File: src/rtl/restoring_divider_32.sv
// restoring_divider_32: 32-cycle restoring divider (DIV/DIVU/REM/REMU) with valid/ready handshake.
// Optional signed support is enabled by defining DIV_SIGNED_EN.
`default_nettype none

module restoring_divider_32 (
    input  logic        clk,
    input  logic        reset_n,
    input  logic [31:0] a,
    input  logic [31:0] b,
    input  logic [1:0]  op,
    input  logic        start,
    input  logic        ready,
    output logic        busy,
    output logic [31:0] c,
    output logic        valid,
    output logic        done
);

    typedef enum logic [1:0] {
        S_IDLE = 2'd0,
        S_CALC = 2'd1,
        S_DONE = 2'd2
    } state_t;

    state_t      state_q, state_d;
    logic [5:0]  cnt_q, cnt_d;
    logic [32:0] rem_q, rem_d;
    logic [31:0] quo_q, quo_d;
    logic [31:0] div_q, div_d;
    logic        sel_rem_q, sel_rem_d;
    logic        qneg_q, qneg_d;
    logic        rneg_q, rneg_d;
    logic        fast_q, fast_d;
    logic [31:0] fres_q, fres_d;
    logic [31:0] c_q, c_d;
    logic        valid_q, valid_d;
    logic        done_q, done_d;

    logic        w_accept;
    logic        w_is_signed;
    logic        w_ovf;
    logic        w_div0;
    logic        w_a_neg, w_b_neg;
    logic [31:0] w_a_mag, w_b_mag;
    logic [32:0] w_shift, w_diff, w_rem_next;
    logic        w_ge;
    logic [31:0] w_quo_next, w_quo_res, w_rem_res, w_res;
    logic        w_unused_bits;

`ifdef DIV_SIGNED_EN
    assign w_is_signed   = ~op[0];
    assign w_ovf         = w_is_signed && (a == 32'h8000_0000) && (b == 32'hFFFF_FFFF);
    assign w_unused_bits = rem_q[32];
`else
    assign w_is_signed   = 1'b0;
    assign w_ovf         = 1'b0;
    assign w_unused_bits = rem_q[32] ^ op[0];
`endif

    assign w_accept = start && ((state_q == S_IDLE) || ((state_q == S_DONE) && ready));
    assign w_div0   = (b == 32'd0);
    assign w_a_neg  = w_is_signed & a[31];
    assign w_b_neg  = w_is_signed & b[31];
    assign w_a_mag  = w_a_neg ? (32'd0 - a) : a;
    assign w_b_mag  = w_b_neg ? (32'd0 - b) : b;

    // The restored remainder is always below the divisor, so bit 32 is never needed in the shift.
    assign w_shift    = {rem_q[31:0], quo_q[31]};
    assign w_diff     = w_shift - {1'b0, div_q};
    assign w_ge       = ~w_diff[32];
    assign w_rem_next = w_ge ? w_diff : w_shift;
    assign w_quo_next = {quo_q[30:0], w_ge};

    assign w_quo_res = qneg_q ? (32'd0 - w_quo_next) : w_quo_next;
    assign w_rem_res = rneg_q ? (32'd0 - w_rem_next[31:0]) : w_rem_next[31:0];
    assign w_res     = sel_rem_q ? w_rem_res : w_quo_res;

    always_comb begin
        state_d   = state_q;
        cnt_d     = cnt_q;
        rem_d     = rem_q;
        quo_d     = quo_q;
        div_d     = div_q;
        sel_rem_d = sel_rem_q;
        qneg_d    = qneg_q;
        rneg_d    = rneg_q;
        fast_d    = fast_q;
        fres_d    = fres_q;
        c_d       = c_q;
        valid_d   = valid_q;
        done_d    = 1'b0;

        case (state_q)
            S_CALC: begin
                if (fast_q) begin
                    state_d = S_DONE;
                    cnt_d   = 6'd0;
                    c_d     = fres_q;
                    valid_d = 1'b1;
                    done_d  = 1'b1;
                end else begin
                    rem_d = w_rem_next;
                    quo_d = w_quo_next;
                    cnt_d = cnt_q - 6'd1;
                    if (cnt_q == 6'd1) begin
                        state_d = S_DONE;
                        c_d     = w_res;
                        valid_d = 1'b1;
                        done_d  = 1'b1;
                    end
                end
            end
            S_DONE: begin
                if (ready) begin
                    state_d = S_IDLE;
                    valid_d = 1'b0;
                end
            end
            default: ;
        endcase

        // Acceptance overrides the per-state defaults, covering both IDLE and back-to-back DONE.
        if (w_accept) begin
            state_d   = S_CALC;
            cnt_d     = 6'd32;
            rem_d     = 33'd0;
            quo_d     = w_a_mag;
            div_d     = w_b_mag;
            sel_rem_d = op[1];
            qneg_d    = w_a_neg ^ w_b_neg;
            rneg_d    = w_a_neg;
            fast_d    = w_div0 | w_ovf;
            if (w_div0) begin
                fres_d = op[1] ? a : 32'hFFFF_FFFF;
            end else begin
                fres_d = op[1] ? 32'd0 : 32'h8000_0000;
            end
        end
    end

    always_ff @(posedge clk or negedge reset_n) begin
        if (!reset_n) begin
            state_q   <= S_IDLE;
            cnt_q     <= 6'd0;
            rem_q     <= 33'd0;
            quo_q     <= 32'd0;
            div_q     <= 32'd0;
            sel_rem_q <= 1'b0;
            qneg_q    <= 1'b0;
            rneg_q    <= 1'b0;
            fast_q    <= 1'b0;
            fres_q    <= 32'd0;
            c_q       <= 32'd0;
            valid_q   <= 1'b0;
            done_q    <= 1'b0;
        end else begin
            state_q   <= state_d;
            cnt_q     <= cnt_d;
            rem_q     <= rem_d;
            quo_q     <= quo_d;
            div_q     <= div_d;
            sel_rem_q <= sel_rem_d;
            qneg_q    <= qneg_d;
            rneg_q    <= rneg_d;
            fast_q    <= fast_d;
            fres_q    <= fres_d;
            c_q       <= c_d;
            valid_q   <= valid_d;
            done_q    <= done_d;
        end
    end

    assign busy  = (state_q != S_IDLE);
    assign c     = c_q;
    assign valid = valid_q;
    assign done  = done_q;

endmodule

`default_nettype wire

File: config.mk
export PLATFORM = sky130hd
export DESIGN_NAME = restoring_divider_32
export DESIGN_NICKNAME = d
export VERILOG_FILES = /design/src/rtl/restoring_divider_32.sv
export SDC_FILE = /design/constraint.sdc
export NUM_CORES = 1
export LEC_CHECK = 0
export CORE_MARGIN = 5
export CORE_UTILIZATION = 52
export CTS_CLUSTER_DIAMETER = 100
export DETAILED_ROUTE_END_ITERATION = 10
export GPL_ROUTABILITY_DRIVEN = 0
export HOLD_SLACK_MARGIN = 0.02
export PLACE_DENSITY = 0.82
export RECOVER_POWER = 25
export SLEW_MARGIN = 20
export SYNTH_ARGS = -nofsm -noshare
export SYNTH_HDL_FRONTEND = slang
export SYNTH_SLANG_ARGS = --single-unit
File: constraint.sdc
create_clock -name clk -period 2.7 [get_ports clk]
set_input_delay 0.27 -clock clk [delete_from_list [all_inputs] [get_ports clk]]
set_output_delay 0.27 -clock clk [all_outputs]
set_load 0.005 [all_outputs]
Clock routing:
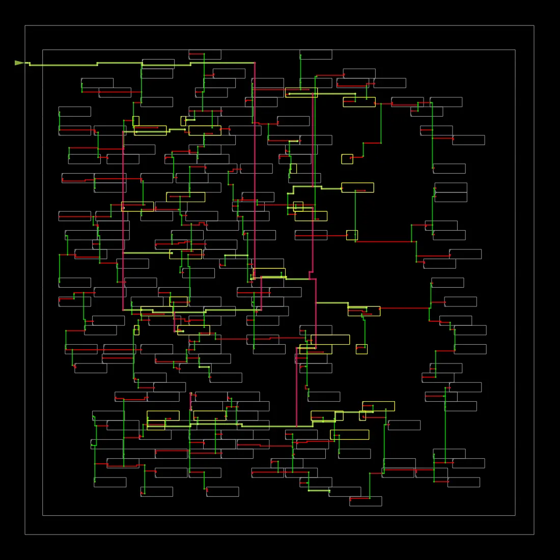
worst-skew pair later-pin latency: 0.45 ns
total CTS buffers: 17
Seq cells: 172

Signal metal coverage by tile:
The die is cut into 29 by 29 equal tiles; dark blue is low, red is high, scaled to the fullest tile. Values are wire area over tile area, all layers added.
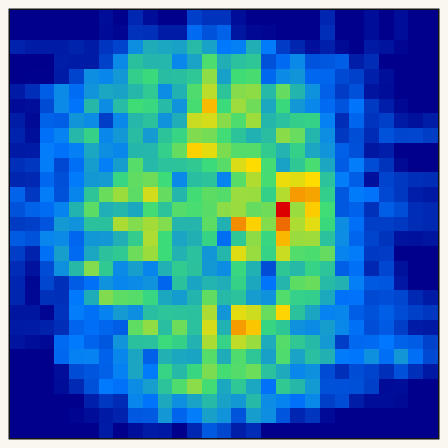
tiles over half the peak = 15%
densest ninth of the die = middle
fullest tile = 1.0
nearly empty tiles = 15%
emptiest ninth of the die = top right
post-DR wirelength/cell: 22.2 um
Detailed Route WL: 33.5 mm
GRT Util Overall: 0.289
DR vias: 9,739

Metal layers overlaid:
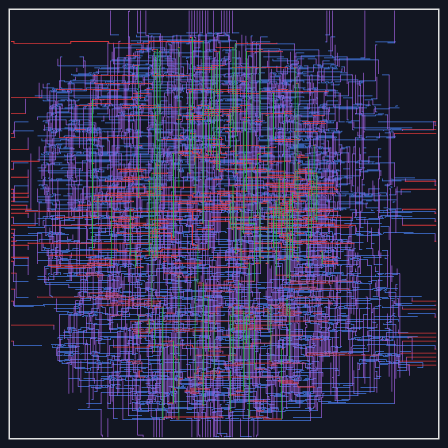
M2 -> purple  # wire length 15,700 um
M3 -> red  # wire length 3,060 um
M4 -> green  # wire length 2,080 um
M1 -> blue  # wire length 12,700 um

-- kinds of logic after synthesis --
group / Yosys count / share of synthesized area
fa+ha+maj: 35 / 0.0465
xor+xnor: 26 / 0.0238
simple gates: 375 / 0.176
flops: 172 / 0.450
buf+inv: 118 / 0.0512
compound gates: 322 / 0.223
mux: 29 / 0.0305
-- worst max-delay path, delay by kind of cell, from the launching register on --
family	cells	cell delay [ns]
muxes	1	0.33
adders and majority gates	1	0.41
and+or+nand+nor	1	0.07
DFF	1	0.45
buffers and inverters	2	0.35
AOI/OAI and AO/OA	5	1.53
-- through the flow --
stage               cells  TNS, ns
finish               1508   -27.73
global route         1508   -39.54
CTS                  1500    -5.41
detailed placement   1464    -8.36
global placement     1464    -4.47
floorplan            1077  -0.0100
-- sequential cells by signal, indices dropped and copies added (netlist names) --
register and flops:
fast_q 1, sel_rem_q 1, rem_q 32, valid 1, cnt_q 6, c 32
fres_q 32, quo_q 32, div_q 32, done 1, state_q 2
-- routing by layer --
metal,share of wire,GRT usage
met3,0.091,0.0623
met2,0.47,0.465
met5,0,0
met1,0.38,0.381
met4,0.062,0.121
-- cell type report --
cell class | count | area (um2)
well taps | 229 | 287
repair buffers | 242 | 2200
multi-input cells | 787 | 5410
fillers | 1244 | 5050
clock buffers | 21 | 460
clock inverters | 10 | 139
inverters | 47 | 176
flip-flops and latches | 172 | 4300
-- what timing repair did --
item                       in CTS  in global routing
gates resized                  73                 72
buffers inserted                4                  7
hold buffers                    1                  0
setup endpoints to repair      65                 65
cloned                          0                  1
pin swaps                      15                 31
hold endpoints to repair       50                  0
==> Changelog: implementation <==
## Implementation

- Clk_skew: 0.0115 ns
- TritonCTS Sinks: 172
- Initial antenna violation count: 0
- Min-Delay Path Class: primary input to flop
- CTS tree: built
- Outcome: finished, violations left
- Clock Tree Root: clkbuf_16
- Setup crit end: c[15]
- Syn Inst Count: 1,077
- Final Util: 0.720
- Synthesized net count: 1,182
- FP Core Util: 0.531
- # DRC: 0
- Layout Cell Area excl Fill: 13,000 um2
- Worst-path fanout max: 6
- Diode count: 0
- Slowest CP cell: dfrtp_1
- Drt initial violations: 1,278
- Final global-route overflow total: 0
- Dominant logic cell type in the layout: nand2_1
- Layout cells sized above 1: 0.210
- Hold_ws: 0.411 ns
- Via density: 6.46
- Finish-stage setup viols: 65
- Reg2reg setup slack: -0.62 ns
- Critical Path Source: rem_q[10]
- Placed Area: 11,600 um2
- Hold depth: 3
- Req. time, crit path: 2.99 ns
- Area Overhead vs Synth: 35.5%
- Vias in the first global route: 9,414
- Pre-CTS setup slack: -0.242 ns
- Total die size: 21,200 um2
- Worst hold path startpoint: b[27]
- Hold EP: div_q[27]
- Final number of hold-violating endpoints: 0
- Top Layout Cells: 191 x nand2_1, 172 x dfrtp_1, 119 x buf_4, 102 x clkdlybuf4s50_1, 64 x nor2_1
- Post-synth seq share: 0.450
- H-Tree Depth: 4
- Setup ws final: -0.616 ns
- Die Span X: 146 um
- Clock Pin Slew Worst Setup and Hold Paths: 0.07 ns
- Delay of the slowest critical-path stage: 0.45 ns
- Core ar.: 18,000 um2
- Final #Nets: 1,372
- Tool warnings: 31
- HPWL Detailed: 19.9 mm
- Failing checks: negative setup slack
- Number of cells in Yosys stat: 1,077
- Critical path class: flop to flop
- # rows: 49
- DRT Pass-1 Iters: 6
- Fmax: 0.302 GHz
- Area of the mapped netlist: 9570 um2
- Crit. End Element: flop
- Yosys stat area: 9570 um2
- Unrepaired setup endpoints after global routing: true
- Most frequent cell after synthesis: nand2_1
- Largest net degree at the start of global routing: 99
- Minimum clock period: 3.32 ns
